## config.mk

```make
export PLATFORM = sky130hd
export DESIGN_NAME = bid_round_sequencer_flat
export DESIGN_NICKNAME = d
export VERILOG_FILES = /design/src/rtl/bids22_pkg.sv /design/src/rtl/bid_round_sequencer_if.sv /design/src/rtl/bidseq_cycle_counter.sv /design/src/rtl/bid_round_sequencer.sv /design/src/flat_wrapper.sv
export SDC_FILE = /design/constraint.sdc
export NUM_CORES = 1
export LEC_CHECK = 0
export CAP_MARGIN = 25
export CORE_MARGIN = 2
export CORE_UTILIZATION = 43
export DETAILED_ROUTE_END_ITERATION = 10
export PLACE_DENSITY = 0.77
export SYNTH_ARGS = -nofsm -noshare
export SYNTH_HDL_FRONTEND = slang
export SYNTH_SLANG_ARGS = --single-unit
```

## constraint.sdc

```tcl
create_clock -name clk -period 4.8 [get_ports clk]
set_input_delay 0.48 -clock clk [delete_from_list [all_inputs] [get_ports clk]]
set_output_delay 0.48 -clock clk [all_outputs]
set_load 0.01 [all_outputs]
```

## src/rtl/bids22_pkg.sv

```systemverilog
// bids22_pkg: shared types for the bid round sequencer and its datapath.
// Holds the datapath opcode set, the sequencer state encoding and the
// winner codes reported back to the host.
package bids22_pkg;

  typedef enum logic [3:0] {
    NoOp       = 4'h0,
    Unlock     = 4'h1,
    Lock       = 4'h2,
    LoadX      = 4'h3,
    LoadY      = 4'h4,
    LoadZ      = 4'h5,
    SetXYZmask = 4'h6,
    SetTimer   = 4'h7,
    BidCharge  = 4'h8
  } op_e;

  typedef enum logic [2:0] {
    IDLE   = 3'd0,
    CFG    = 3'd1,
    ROUND  = 3'd2,
    RESULT = 3'd3,
    UNLOCK = 3'd4,
    DONE   = 3'd5
  } seq_state_e;

  typedef enum logic [1:0] {
    WIN_NONE = 2'd0,
    WIN_X    = 2'd1,
    WIN_Y    = 2'd2,
    WIN_Z    = 2'd3
  } winner_e;

  // Error code reported when the datapath never signals roundOver.
  localparam logic [2:0] SEQ_ERR_TIMEOUT = 3'b111;

  // Index of the final configuration opcode (Lock).
  localparam logic [2:0] CFG_LAST_STEP = 3'd6;

  // A round has a winner only when exactly one win bit is set.
  function automatic winner_e win_code(input logic [2:0] wins_zyx);
    case (wins_zyx)
      3'b001:  win_code = WIN_X;
      3'b010:  win_code = WIN_Y;
      3'b100:  win_code = WIN_Z;
      default: win_code = WIN_NONE;
    endcase
  endfunction

endpackage

```

## src/rtl/bid_round_sequencer_if.sv

```systemverilog
// bid_round_sequencer_if: command bus and status lines between the
// sequencer (master) and the auction datapath (slave).
interface bid_round_sequencer_if;
  import bids22_pkg::*;

  op_e         C_op;
  logic [31:0] C_data;
  logic        C_start;
  logic        ready;
  logic [2:0]  err;
  logic        roundOver;
  logic        X_win;
  logic        Y_win;
  logic        Z_win;
  logic [31:0] maxBid;

  modport master (
    output C_op, C_data, C_start,
    input  ready, err, roundOver, X_win, Y_win, Z_win, maxBid
  );

  modport slave (
    input  C_op, C_data, C_start,
    output ready, err, roundOver, X_win, Y_win, Z_win, maxBid
  );

endinterface

```

## src/rtl/bidseq_cycle_counter.sv

```systemverilog
// bidseq_cycle_counter: 16-bit loadable down-counter with zero flag.
// Shared by the round-length timer and the result-wait timeout; the
// counter saturates at zero so a stray decrement never wraps.
module bidseq_cycle_counter (
  input  logic        clk,
  input  logic        load_i,
  input  logic [15:0] load_val_i,
  input  logic        dec_i,
  output logic        zero_o
);

  logic [15:0] cnt_q, cnt_d;

  // Load takes priority over decrement.
  always_comb begin
    cnt_d = cnt_q;
    if (load_i) begin
      cnt_d = load_val_i;
    end else if (dec_i && (cnt_q != 16'd0)) begin
      cnt_d = cnt_q - 16'd1;
    end
  end

  // Count register; always loaded before it is consulted.
  always_ff @(posedge clk) begin
    cnt_q <= cnt_d;
  end

  assign zero_o = (cnt_q == 16'd0);

endmodule

```

## src/rtl/bid_round_sequencer.sv

```systemverilog
// bid_round_sequencer: runs one auction sequence per accepted go --
// configure the datapath, hold C_start for the round, collect the result,
// unlock, and report. Build macro BIDSEQ_TIMEOUT_EN bounds the wait for
// roundOver to RESULT_TIMEOUT cycles; without it the wait is unbounded.
module bid_round_sequencer
  import bids22_pkg::*;
#(
  parameter logic [31:0] LOCK_KEY       = 32'h0F0F0F0F,
  parameter int          RESULT_TIMEOUT = 16
) (
  input  logic                   clk,
  input  logic                   reset,
  input  logic                   go,
  input  logic [31:0]            cfg_x_fund,
  input  logic [31:0]            cfg_y_fund,
  input  logic [31:0]            cfg_z_fund,
  input  logic [2:0]             cfg_mask,
  input  logic [31:0]            cfg_timer,
  input  logic [31:0]            cfg_cost,
  input  logic [15:0]            cfg_round_len,
  bid_round_sequencer_if.master  dp,
  output logic                   busy,
  output logic                   done,
  output logic [1:0]             winner,
  output logic [31:0]            win_amt,
  output logic [2:0]             seq_err
);

  seq_state_e  state_q, state_d;
  logic [2:0]  step_q, step_d;
  logic        abort_q, abort_d;
  winner_e     winner_q, winner_d;
  logic [31:0] win_amt_q, win_amt_d;
  logic [2:0]  seq_err_q, seq_err_d;

  logic [31:0] x_fund_q, y_fund_q, z_fund_q, timer_q, cost_q;
  logic [2:0]  mask_q;
  logic [15:0] round_len_q;
  logic        cap_cfg;

  logic        cnt_load, cnt_dec, cnt_zero;
  logic [15:0] cnt_val;

  op_e         op_w;
  logic [31:0] data_w;
  logic        start_w;

`ifdef BIDSEQ_TIMEOUT_EN
  localparam logic [15:0] TimeoutLoad = 16'(RESULT_TIMEOUT - 1);
`else
  logic [31:0] unused_timeout;
  assign unused_timeout = 32'(RESULT_TIMEOUT);
`endif

  // Fixed configuration order issued one opcode per CFG cycle.
  function automatic op_e cfg_op(input logic [2:0] step);
    case (step)
      3'd0:    cfg_op = LoadX;
      3'd1:    cfg_op = LoadY;
      3'd2:    cfg_op = LoadZ;
      3'd3:    cfg_op = SetXYZmask;
      3'd4:    cfg_op = SetTimer;
      3'd5:    cfg_op = BidCharge;
      3'd6:    cfg_op = Lock;
      default: cfg_op = NoOp;
    endcase
  endfunction

  bidseq_cycle_counter u_cnt (
    .clk        (clk),
    .load_i     (cnt_load),
    .load_val_i (cnt_val),
    .dec_i      (cnt_dec),
    .zero_o     (cnt_zero)
  );

  // Next-state, command bus and result capture.
  always_comb begin
    state_d   = state_q;
    step_d    = step_q;
    abort_d   = 1'b0;
    winner_d  = winner_q;
    win_amt_d = win_amt_q;
    seq_err_d = seq_err_q;
    cap_cfg   = 1'b0;
    cnt_load  = 1'b0;
    cnt_dec   = 1'b0;
    cnt_val   = 16'd0;
    op_w      = NoOp;
    data_w    = 32'd0;
    start_w   = 1'b0;

    case (state_q)
      IDLE: begin
        if (go && dp.ready) begin
          state_d   = CFG;
          step_d    = 3'd0;
          cap_cfg   = 1'b1;
          winner_d  = WIN_NONE;
          win_amt_d = 32'd0;
          seq_err_d = 3'd0;
        end
      end

      CFG: begin
        op_w = cfg_op(step_q);
        case (step_q)
          3'd0:    data_w = x_fund_q;
          3'd1:    data_w = y_fund_q;
          3'd2:    data_w = z_fund_q;
          3'd3:    data_w = {29'd0, mask_q};
          3'd4:    data_w = timer_q;
          3'd5:    data_w = cost_q;
          3'd6:    data_w = LOCK_KEY;
          default: data_w = 32'd0;
        endcase
        if (dp.err != 3'd0) begin
          // Datapath rejected this opcode: stop configuring and report.
          seq_err_d = dp.err;
          abort_d   = 1'b1;
          state_d   = IDLE;
        end else if (step_q == CFG_LAST_STEP) begin
          // Round holds for max(len,1) cycles: load len-1 and exit on zero.
          state_d  = ROUND;
          cnt_load = 1'b1;
          cnt_val  = (round_len_q == 16'd0) ? 16'd0 : round_len_q - 16'd1;
        end else begin
          step_d = step_q + 3'd1;
        end
      end

      ROUND: begin
        start_w = 1'b1;
        if (cnt_zero) begin
          state_d = RESULT;
`ifdef BIDSEQ_TIMEOUT_EN
          cnt_load = 1'b1;
          cnt_val  = TimeoutLoad;
`endif
        end else begin
          cnt_dec = 1'b1;
        end
      end

      RESULT: begin
        if (dp.roundOver) begin
          winner_d  = win_code({dp.Z_win, dp.Y_win, dp.X_win});
          win_amt_d = (winner_d == WIN_NONE) ? 32'd0 : dp.maxBid;
          state_d   = UNLOCK;
        end
`ifdef BIDSEQ_TIMEOUT_EN
        else if (cnt_zero) begin
          seq_err_d = SEQ_ERR_TIMEOUT;
          winner_d  = WIN_NONE;
          win_amt_d = 32'd0;
          state_d   = UNLOCK;
        end else begin
          cnt_dec = 1'b1;
        end
`endif
      end

      UNLOCK: begin
        op_w    = Unlock;
        data_w  = LOCK_KEY;
        state_d = DONE;
      end

      DONE: begin
        state_d = IDLE;
      end

      default: begin
        state_d = IDLE;
      end
    endcase
  end

  // Control state and reported results; reset abandons any sequence.
  always_ff @(posedge clk) begin
    if (reset) begin
      state_q   <= IDLE;
      step_q    <= 3'd0;
      abort_q   <= 1'b0;
      winner_q  <= WIN_NONE;
      win_amt_q <= 32'd0;
      seq_err_q <= 3'd0;
    end else begin
      state_q   <= state_d;
      step_q    <= step_d;
      abort_q   <= abort_d;
      winner_q  <= winner_d;
      win_amt_q <= win_amt_d;
      seq_err_q <= seq_err_d;
    end
  end

  // Configuration snapshot taken when go is accepted.
  always_ff @(posedge clk) begin
    if (cap_cfg) begin
      x_fund_q    <= cfg_x_fund;
      y_fund_q    <= cfg_y_fund;
      z_fund_q    <= cfg_z_fund;
      mask_q      <= cfg_mask;
      timer_q     <= cfg_timer;
      cost_q      <= cfg_cost;
      round_len_q <= cfg_round_len;
    end
  end

  assign dp.C_op    = op_w;
  assign dp.C_data  = data_w;
  assign dp.C_start = start_w;

  assign busy    = (state_q != IDLE);
  assign done    = (state_q == DONE) | abort_q;
  assign winner  = winner_q;
  assign win_amt = win_amt_q;
  assign seq_err = seq_err_q;

endmodule

```

## src/flat_wrapper.sv

```systemverilog
// flat-port wrapper written by rule: the top's interface ports become plain ports
module bid_round_sequencer_flat import bids22_pkg::*;
#(
  parameter logic [31:0] LOCK_KEY       = 32'h0F0F0F0F,
  parameter int          RESULT_TIMEOUT = 16
)
  (clk, reset, go, cfg_x_fund, cfg_y_fund, cfg_z_fund, cfg_mask, cfg_timer, cfg_cost, cfg_round_len, busy, done, winner, win_amt, seq_err, dp_C_op, dp_C_data, dp_C_start, dp_ready, dp_err, dp_roundOver, dp_X_win, dp_Y_win, dp_Z_win, dp_maxBid);
  bid_round_sequencer_if dp_i ();
  input  logic clk;
  input  logic reset;
  input  logic go;
  input  logic [31:0] cfg_x_fund;
  input  logic [31:0] cfg_y_fund;
  input  logic [31:0] cfg_z_fund;
  input  logic [2:0] cfg_mask;
  input  logic [31:0] cfg_timer;
  input  logic [31:0] cfg_cost;
  input  logic [15:0] cfg_round_len;
  output logic busy;
  output logic done;
  output logic [1:0] winner;
  output logic [31:0] win_amt;
  output logic [2:0] seq_err;
  output wire logic [$bits(dp_i.C_op)-1:0] dp_C_op;
  output wire logic [$bits(dp_i.C_data)-1:0] dp_C_data;
  output wire logic [$bits(dp_i.C_start)-1:0] dp_C_start;
  input wire logic [$bits(dp_i.ready)-1:0] dp_ready;
  input wire logic [$bits(dp_i.err)-1:0] dp_err;
  input wire logic [$bits(dp_i.roundOver)-1:0] dp_roundOver;
  input wire logic [$bits(dp_i.X_win)-1:0] dp_X_win;
  input wire logic [$bits(dp_i.Y_win)-1:0] dp_Y_win;
  input wire logic [$bits(dp_i.Z_win)-1:0] dp_Z_win;
  input wire logic [$bits(dp_i.maxBid)-1:0] dp_maxBid;
  assign dp_C_op = dp_i.C_op;
  assign dp_C_data = dp_i.C_data;
  assign dp_C_start = dp_i.C_start;
  assign dp_i.ready = dp_ready;
  assign dp_i.err = dp_err;
  assign dp_i.roundOver = dp_roundOver;
  assign dp_i.X_win = dp_X_win;
  assign dp_i.Y_win = dp_Y_win;
  assign dp_i.Z_win = dp_Z_win;
  assign dp_i.maxBid = dp_maxBid;
  bid_round_sequencer #(.LOCK_KEY(LOCK_KEY), .RESULT_TIMEOUT(RESULT_TIMEOUT)) u_core (.clk(clk), .reset(reset), .go(go), .cfg_x_fund(cfg_x_fund), .cfg_y_fund(cfg_y_fund), .cfg_z_fund(cfg_z_fund), .cfg_mask(cfg_mask), .cfg_timer(cfg_timer), .cfg_cost(cfg_cost), .cfg_round_len(cfg_round_len), .dp(dp_i), .busy(busy), .done(done), .winner(winner), .win_amt(win_amt), .seq_err(seq_err));
endmodule
```

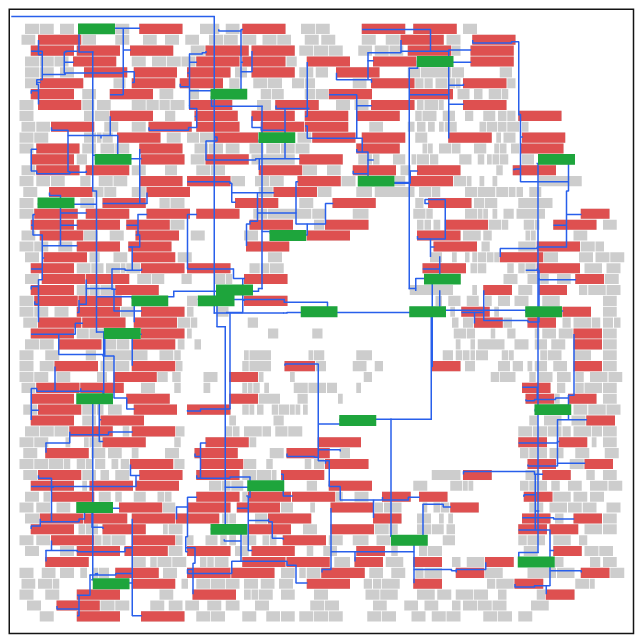
**Above:** run 1 (routed clock nets over the placement).
(4 px per um)
Key: red = flip-flops [count 239]; blue = clock wires [length 2800 um]; green = clock-net drivers [count 26]
Position of the flops: spread over the die.
Clk. pwr: 2020 uW
clk ins delay skew pair: 540 ps
Clk pwr share: 42.1%
Clock Skew: 19.95 ps

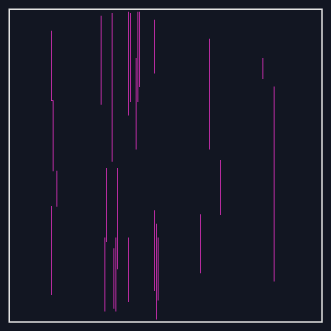
**Above:** run 1 (met4 routing).
(2 px per um)
The layer holds 4.2% of the routed length. The longest straight run is 97.2 um. The wires run mostly vertical.
DR vias: 7083
final wirelength: 25350 um

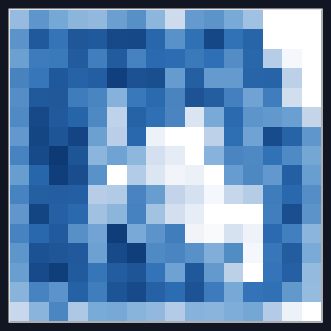
**Above:** run 1 (cell area per tile).
(2 px per um) 16 x 16 tiles, from white (low) to dark blue (high), 0 to 100% covered.
7.4% of the tiles are nearly empty. 30% of the tiles are over 75% full. The mean over all tiles is 56%. The emptiest ninth of the die: middle. The fullest tile reaches 97%.

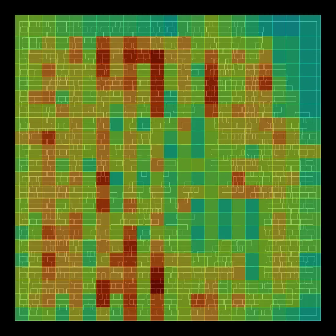
**Above:** run 1 (routing congestion map).
GR Util All Layers: 20.27%
Finished Core Util: 61.67%

==> run 1: power breakdown <==
part           internal, uW  switching [uW]  total [uW]
registers              2340            34.6        2380
logic                   235             172         407
clock network          1220             804        2020
total                  3800            1010        4810
==> run 1: how the worst min path moves through the flow <==
stage,start,cells past startpoint,to,slack [ps]
floorplan,u_core.step_q[1],2,u_core.step_q[1],480
global placement,u_core.winner[1],2,u_core.winner[1],480
detailed placement,u_core.winner[1],2,u_core.winner[1],480
CTS,cfg_timer[12],1,u_core.timer_q[12],470
global route,cfg_y_fund[19],1,u_core.y_fund_q[19],470
finish,cfg_timer[6],1,u_core.timer_q[6],490
==> run 1: worst reg2reg max path, stage by stage (launching register included) <==
cell	delay (ps)
dfxtp_1	520
nand3_1	120
a21o_2	560
a211oi_4	890
buf_12	270
a22oi_1	90
nor2_1	120
==> run 1: layout by cell type (no fill, tap or decap), types with 5 or more instances in the layout <==
cell type / n
a31oi_1: 5
nor3_1: 11
nand3_1: 11
nor2_1: 25
edfxtp_1: 195
a222oi_1: 20
buf_4: 11
a22oi_2: 30
clkbuf_16: 26
a221oi_1: 25
a21oi_1: 37
a22oi_1: 7
clkdlybuf4s50_1: 296
nand2_1: 19
nor2_2: 30
xnor2_1: 10
o21ai_0: 24
a211oi_1: 19
clkbuf_1: 6
o22ai_1: 10
xor2_1: 16
inv_1: 13
nor4_1: 5
dfxtp_1: 43
==> run 1: per-layer routing <==
layer	routed length, um	global-route usage, %	vias up
met1	9579	23.91	3402
met5	0	0	-
met2	12540	35.04	315
met3	2162	5.806	61
li1	-	-	3305
met4	1061	8.038	0
==> run 1: cells by family (layout without fill, tap and decap cells) <==
| logic type | count (synthesis) | after routing |
|---|---|---|
| xor+xnor | 26 | 26 |
| simple gates | 134 | 134 |
| fa+ha+maj | 7 | 7 |
| mux | 7 | 7 |
| buf+inv | 64 | 370 |
| compound gates | 207 | 207 |
| flops | 239 | 239 |
==> run 1: final cells by class <==
| cell class | count | area, um2 |
|---|---|---|
| fill | 1712 | 8678 |
| sequential | 239 | 6738 |
| timing repair buffer | 309 | 3070 |
| multi-input combinational | 381 | 2859 |
| clock buffer | 32 | 673.1 |
| tap | 285 | 356.6 |
| clock inverter | 15 | 209.0 |
| inverter | 14 | 56.30 |
==> run 1: flip-flops by register name, indices dropped and copies added, names as in the netlist, 16 cells and up <==
register	count
u_core.win_amt	32
u_core.u_cnt.cnt_q	16
u_core.x_fund_q	32
u_core.timer_q	32
u_core.z_fund_q	32
u_core.cost_q	32
u_core.y_fund_q	32
u_core.round_len_q	16
==> run 1: stage by stage <==
step                total power, uW  worst slack (ps)  utilization, %  cell area, um2
floorplan                      2554             642.5               -            9896
global route                   4965             863.0           61.67           13960
CTS                            4854              1074           61.67           13960
finish                         4808              1067           61.67           13960
detailed placement             2826              1697           57.77           13080
global placement               2818              1695           57.77           13080
==> impl_metrics.csv, run 1 <==
group,metric,value,unit
detailed_routing,viasPerCell,5.555,
setup_path,max_stage_delay,620,ps
yosys,synthesis.nets,913,
setup_path,cp_top_family,"buffers and inverters",
setup_path,crit_arrival,3250,ps
setup_path,rr_startpoint,"u_core.state_q[0]",
sta,tightestPinTransition,1024,ps
yosys,synth_cells,684,
yosys,yosysUniqueCellTypes,65,
setup_path,worstPathRequired,4320,ps
grt,grt_pass1_vias,7151,
yosys,synth_dominant_cell_count,"edfxtp_1",
grt,grt_max_degree,81,
run_status,status,"completed",
yosys,yosysSeqAreaShare,68.10,%
setup_path,r2r_end,"u_core.win_amt[31]",
sta,rsz0062_at_grt,"false",
yosys,yosys_warnings,0,
cts,cts_sinks,239,
final_layout,diodes,0,
yosys,ys_area,9892,um2
final_layout,drive_gt1_share,13.43,%
sta,slew_headroom,31.75,%
sta,max_freq,0.2679,GHz
setup_path,path_cells,"inv_1, ha_2, buf_4, a222oi_1, o21a_1, o21ai_0, clkdlybuf4s50_1",
placement,dp.cells,1228,
yosys,synth_flop_count,239,
setup_path,crit_fanout,29,
yosys,yosys-top-cells-area,"edfxtp_1 59%, dfxtp_1 8.9%, a22oi_2 3.8%",
setup_path,cp_num_buf_inv,3,
final_layout,layout.cells.non_filler,1275,
cts,cts_hold_buf,0,
yosys,synthAdderAreaFrac,0.8854,%
grt,antenna_found_initial,0,
cts,cts_buffers,26,
detailed_routing,drc,0,
detailed_routing,wl_per_cell,19.88,um
sta,hold_viol,0,
cts,h-tree-depth,1,
cts,cts_post_setup_buffers_inserted,0,
sta,setup_tns,0,ps
worst_hold_path,min_path_type,"input pin to flip-flop",
yosys,synthTopLogicFamily,"AND-OR/OR-AND gates",
power,p_leak,0.004568,uW
power,ir_drop,267.7,uV
flow_run,max-cap-violations,0,
sta,slew_violations,0,
flow_run,warnings,29,
die,io-pin-count,298,
yosys,synthXorXnorAreaFrac,2.302,%
yosys,avgSynthCellArea,14.46,um2
detailed_routing,drtIter0Drc,447,
die,die_h,155.7,um
final_layout,final_nets,1200,
yosys,ys_top_cells_by_count,"195 x edfxtp_1, 44 x dfxtp_1, 37 x a21oi_1",
placement,port-buffer-count,297,
detailed_routing,first_pass_iters,5,
yosys,simple_gate_area_share,8.007,%
power,power_density,344.3,nW/um2
die,die-area,24230,um2
setup_path,crit_path_start_kind,"flip-flop",
cts,clockRootBuffer,"clkbuf_16",
placement,dp_hpwl,17580,um
final_layout,area_growth,41.15,%
--- run 2 (diff from run 1) ---
==> constraint.sdc (replaced) <==
create_clock -name clk -period 3.4 [get_ports clk]
set_input_delay 0.34 -clock clk [delete_from_list [all_inputs] [get_ports clk]]
set_output_delay 0.34 -clock clk [all_outputs]
set_load 0.01 [all_outputs]
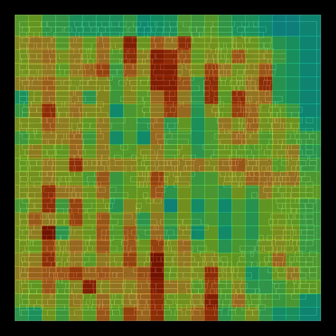
**Above:** run 2 (routing congestion map).
GR Util All Layers: 20.51%
GRT busiest layer: met2

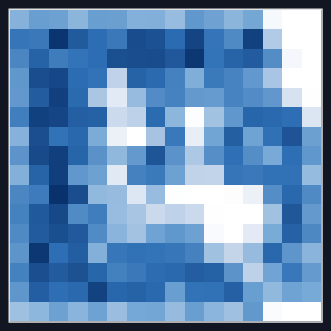
**Above:** run 2 (cell area per tile).
(2 px per um) 16 x 16 tiles, from white (low) to dark blue (high), 0 to 100% covered.
The fullest tile reaches 99%. 7.8% of the tiles are nearly empty. The mean over all tiles is 56%.

==> run 2 against run 1 <==
  * Synthesized cell count unchanged
  * Clock skew increased by 12 ps
  * Clock-buffer cell count is 1 higher
  * Sequential cell count did not move
  * Global-route usage up 0.24 points
  * Combinational power increased by 44%
  * Critical path depth grew 1
  * Largest cell class unchanged
  * Non-clock buffer count grew 3
  * Register-to-register slack got worse by 1300 ps
  * Largest power group unchanged
  * Setup slack worse by 870 ps
==> impl_metrics.csv, run 2 <==
group,metric,value,unit
setup_path,cp_top_family,"buffers and inverters",
power,ir_drop,534.9,uV
yosys,synthesis.nets,913,
setup_path,crit_path_start_kind,"flip-flop",
setup_path,path_cells,"inv_1, ha_2, buf_12, a22oi_1, o21ai_1, a311oi_1, o21ai_0, clkdlybuf4s50_1",
flow_run,warnings,30,
grt,met3_usage,6.111,%
final_layout,final_cell_mix,"296 x clkdlybuf4s50_1, 195 x edfxtp_1, 40 x dfxtp_1",
grt,antenna_found_initial,2,
sta,slew_headroom,51.19,%
cts,cts_buffers,26,
cts,clockRootBuffer,"clkbuf_16",
final_layout,area_growth,41.42,%
final_layout,fillers,1747,
worst_hold_path,holdPathStages,2,
setup_path,r2r_end,"u_core.u_cnt.cnt_q[2]",
grt,grt_max_degree,100,
final_layout,design_area,13990,um2
setup_path,crit_fanout,45,
worst_hold_path,holdPathEnd,"u_core.win_amt[18]",
placement,dpl_worst_slack,667.6,ps
detailed_routing,drc,0,
sta,clock_skew,31.50,ps
die,die-area,24230,um2
yosys,synth_flop_count,239,
grt,grtUsageMet1,22.90,%
sta,finalClockPeriodUsage,94.30,%
yosys,synth_cells,684,
yosys,yosys_warnings,0,
worst_hold_path,min_path_type,"input pin to flip-flop",
worst_hold_path,min_from,"reset",
placement,dp.cells,1231,
detailed_routing,first_pass_iters,6,
flow_run,max-cap-violations,0,
yosys,ys_top_cells_by_count,"195 x edfxtp_1, 44 x dfxtp_1, 37 x a21oi_1",
setup_path,reg2reg_depth,6,
run_status,status,"completed",
cts,h-tree-depth,1,
yosys,yosysUniqueCellTypes,65,
detailed_routing,viasPerCell,5.494,
yosys,syn_area,9892,um2
sta,slew_violations,0,
yosys,synth_dominant_cell_count,"edfxtp_1",
detailed_routing,wl_per_cell,20.01,um
placement,placed_cell_area,13160,um2
detailed_routing,wl,25640,um
detailed_routing,drtIter0Drc,408,
setup_path,rrSetupSlack,880,ps
final_layout,lay_top_count,"clkdlybuf4s50_1",
detailed_routing,vias,7038,
power,power_density,471.2,nW/um2
cts,cts_sinks,239,
cts,cts_hold_buf,0,
yosys,avgSynthCellArea,14.46,um2
setup_path,max_stage_delay,570,ps
placement,port-buffer-count,297,
sta,hold_viol,0,
power,p_leak,0.004578,uW
grt,grt_pass1_vias,7264,
die,die_h,155.7,um
setup_path,cp-end-kind,"output pin",
final_layout,final_nets,1203,
setup_path,cp_num_buf_inv,3,
die,io-pin-count,298,
setup_path,worstPathRequired,3060,ps
cts,clock_latency,550,ps
die,die_width,155.7,um
sta,timing.final.ws_setup,194.0,ps
setup_path,rr_startpoint,"u_core.u_cnt.cnt_q[0]",
final_layout,layout.cells.non_filler,1281,
yosys,largest_area_cell,"edfxtp_1",
sta,max_freq,0.3119,GHz
placement,dp_hpwl,17910,um
yosys,yosysSeqAreaShare,68.10,%
final_layout,final_util,61.79,%
grt,gr-usage-met2,37.04,%
final_layout,drive_gt1_share,13.88,%
setup_path,crit_arrival,2870,ps
[run 2: cell counts after synthesis]
Identical to the previous run, type by type.
[run 2: routing by layer]
| metal | part of all wire, % | up-vias |
|---|---|---|
| li1 | - | 3312 |
| met1 | 37 | 3350 |
| met2 | 51 | 326 |
| met3 | 8.5 | 50 |
| met4 | 3.2 | 0 |
| met5 | 0 | - |
[run 2: how the worst max path moves through the flow]
stage	cells past startpoint	slack (ps)	endpoint
2_1_floorplan	6	-570	u_core.step_q[2]
3_3_place_gp	8	730	dp_C_data[1]
3_5_place_dp	8	670	dp_C_data[1]
4_1_cts	8	60	dp_C_data[1]
5_1_grt	8	30	dp_C_data[1]
6_report	8	190	dp_C_data[1]
[run 2: stage by stage]
stage / total power, uW / setup TNS [ps]
floorplan: 3609 / -65040
global placement: 3991 / 0
detailed placement: 4004 / 0
CTS: 6663 / 0
global route: 6817 / 0
finish: 6592 / 0
[run 2: worst reg2reg max path, stage by stage, from the launching register on]
cell	delay, ps
edfxtp_1	420
inv_1	80
ha_1	170
nor2b_1	290
nand4b_1	140
o31ai_1	470
nand2_1	550
[run 2: cell type report]
cell class	count	area (um2)	share of cell area [%]
inverters	14	56.30	0.4025
repair buffers	312	3143	22.47
diodes	2	5.005	0.03577
clock buffers	33	698.2	4.991
flip-flops and latches	239	6741	48.19
clock inverters	15	122.6	0.8765
well taps	285	356.6	2.549
multi-input cells	381	2867	20.49
[run 2: report_power, final]
group	internal, uW	switching (uW)	leakage [uW]
combinational	343	243	0.00201
clock	1530	1120	0.000396
sequential	3310	49.1	0.00217
total	5180	1410	0.00458
[run 2: logic make-up after synthesis]
family / after synthesis / synth area share (%)
adders and majority gates: 7 / 0.8854
xor gates and xnor gates: 26 / 2.302
AOI/OAI and AO/OA: 207 / 16.86
and+or+nand+nor: 134 / 8.006
muxes: 7 / 0.7589
DFF: 239 / 68.10
buffers and inverters: 64 / 3.086
[run 2: what timing repair did]
item / 4_1_cts / 5_1_grt
gates resized: 0 / 1
buffers inserted: 0 / 0
endpoints found under the setup margin: 0 / 1
--- run 3 (diff from run 2) ---
--- a/config.mk
+++ b/config.mk
@@ -7,9 +7,8 @@
 export LEC_CHECK = 0
 export CAP_MARGIN = 25
 export CORE_MARGIN = 2
-export CORE_UTILIZATION = 43
+export CORE_UTILIZATION = 30
 export DETAILED_ROUTE_END_ITERATION = 10
-export PLACE_DENSITY = 0.77
 export SYNTH_ARGS = -nofsm -noshare
 export SYNTH_HDL_FRONTEND = slang
 export SYNTH_SLANG_ARGS = --single-unit
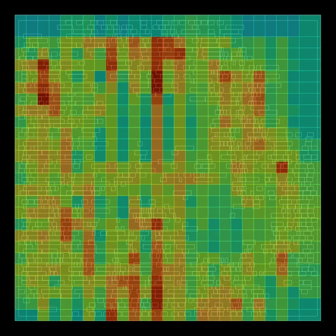
**Above:** run 3 (routing congestion map).
wire per inst: 18.87 um
met2 Use GR: 27.00%
met1 GRT Util: 17.77%

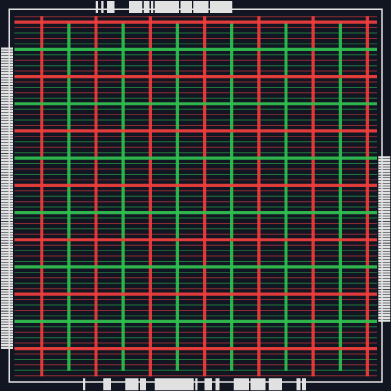
**Above:** run 3 (floorplan with the power grid).
(2 px per um) Pins as bars on the die edge.
Key: red = VSS; green = VDD
298 signal pins sit on the boundary. 67 met1 rails follow the rows.

==> run 3 against run 2 <==
  * Synthesized area did not move
  * Sequential cell count stayed put
  * Setup slack lost 61 ps
==> impl_metrics.csv, run 3 <==
group,metric,value,unit
die,die-area,34440,um2
sta,finalClockPeriodUsage,96.10,%
detailed_routing,m1WireLength,10820,um
yosys,synth_flop_count,239,
cts,clockRootBuffer,"clkbuf_16",
die,io-pin-count,298,
setup_path,worstPathRequired,3060,ps
yosys,avgSynthCellArea,14.46,um2
yosys,ys_top_cells_by_count,"195 x edfxtp_1, 44 x dfxtp_1, 37 x a21oi_1",
sta,tightestPinTransition,736.4,ps
grt,grt_max_degree,95,
yosys,yosys_warnings,0,
flow_run,max-cap-violations,0,
yosys,yosysUniqueCellTypes,65,
power,power_density,461.5,nW/um2
run_status,status,"completed",
worst_hold_path,min_from,"reset",
power,p_int,5102,uW
cts,cts_sinks,239,
detailed_routing,wl_met2,13280,um
yosys,ys_area,9892,um2
power,p_leak,0.004596,uW
power,fin_total_pwr,6554,uW
placement,dp.cells,1394,
final_layout,lay_top_count,"clkdlybuf4s50_1",
power,p_sw,1452,uW
detailed_routing,dr_wl_met3,2407,um
yosys,synth_cells,684,
sta,hold_viol,0,
worst_hold_path,holdPathStages,2,
yosys,largest_area_cell,"edfxtp_1",
detailed_routing,drc,0,
sta,rsz0062_at_grt,"true",
sta,slew_headroom,50.79,%
final_layout,final_nets,1210,
[run 3: cells by family (layout without fill, tap and decap cells)]
family / count (synthesis) / after routing / share of synthesized area, %
xor gates and xnor gates: 26 / 26 / 2.302
and+or+nand+nor: 134 / 134 / 8.006
AOI/OAI and AO/OA: 207 / 207 / 16.86
muxes: 7 / 7 / 0.7589
adders and majority gates: 7 / 7 / 0.8854
other: 0 / 2 / 0
DFF: 239 / 239 / 68.10
buffers and inverters: 64 / 382 / 3.086
[run 3: path summary, 6_finish.rpt]
check	slack (ps)	to
worst min register to register	500	u_core.winner[1]
worst max register to register	1040	u_core.u_cnt.cnt_q[13]
worst min-delay path	160	u_core.seq_err[0]
worst max-delay path	130	dp_C_data[27]
[run 3: timing repair]
item | 4_1_cts | 5_1_grt
setup endpoints to repair | 1 | 21
pin swaps | 0 | 0
gates resized | 1 | 4
[run 3: layer usage]
metal / GRT usage (%) / up-vias
met4: 4.567 / 2
met5: 0 / -
li1: - / 3315
met3: 5.283 / 48
met2: 27.00 / 255
met1: 17.77 / 3340
[run 3: power by group through the flow]
stage	Combinational (uW)	Sequential [uW]	Clock (uW)
after CTS	600	3350	2700
after detailed placement	596	3410	0
after floorplan	198	3410	0
after global placement	591	3410	0
after global routing	635	3360	2810
final	591	3350	2610
[run 3: critical path, stage by stage (launching register included)]
cell             delay [ps]
dfxtp_1                 410
ha_2                    410
buf_12                  290
nor2b_1                 210
a222oi_1                100
o21a_1                  130
o21ai_0                 150
clkdlybuf4s50_1         660
[run 3: cell type report]
class	instances	area [um2]	share of cell area, %
Inverter	14	56.30	0.3964
Multi-Input combinational cell	381	2874	20.24
Clock buffer	31	690.7	4.863
Sequential cell	239	6741	47.47
Antenna cell	2	5.005	0.03524
Timing Repair Buffer	318	3183	22.41
Tap cell	442	553.0	3.894
Clock inverter	19	98.84	0.6960
[run 3: through the flow]
step	setup TNS (ps)	util [%]	hold WS [ps]
finish	0	43.65	157.5
global route	-28.89	43.64	142.7
CTS	0	43.59	127.8
detailed placement	0	41.16	486.6
global placement	0	41.16	473.5
floorplan	-65040	-	438.9
Power is estimated from default activity; no workload was simulated.
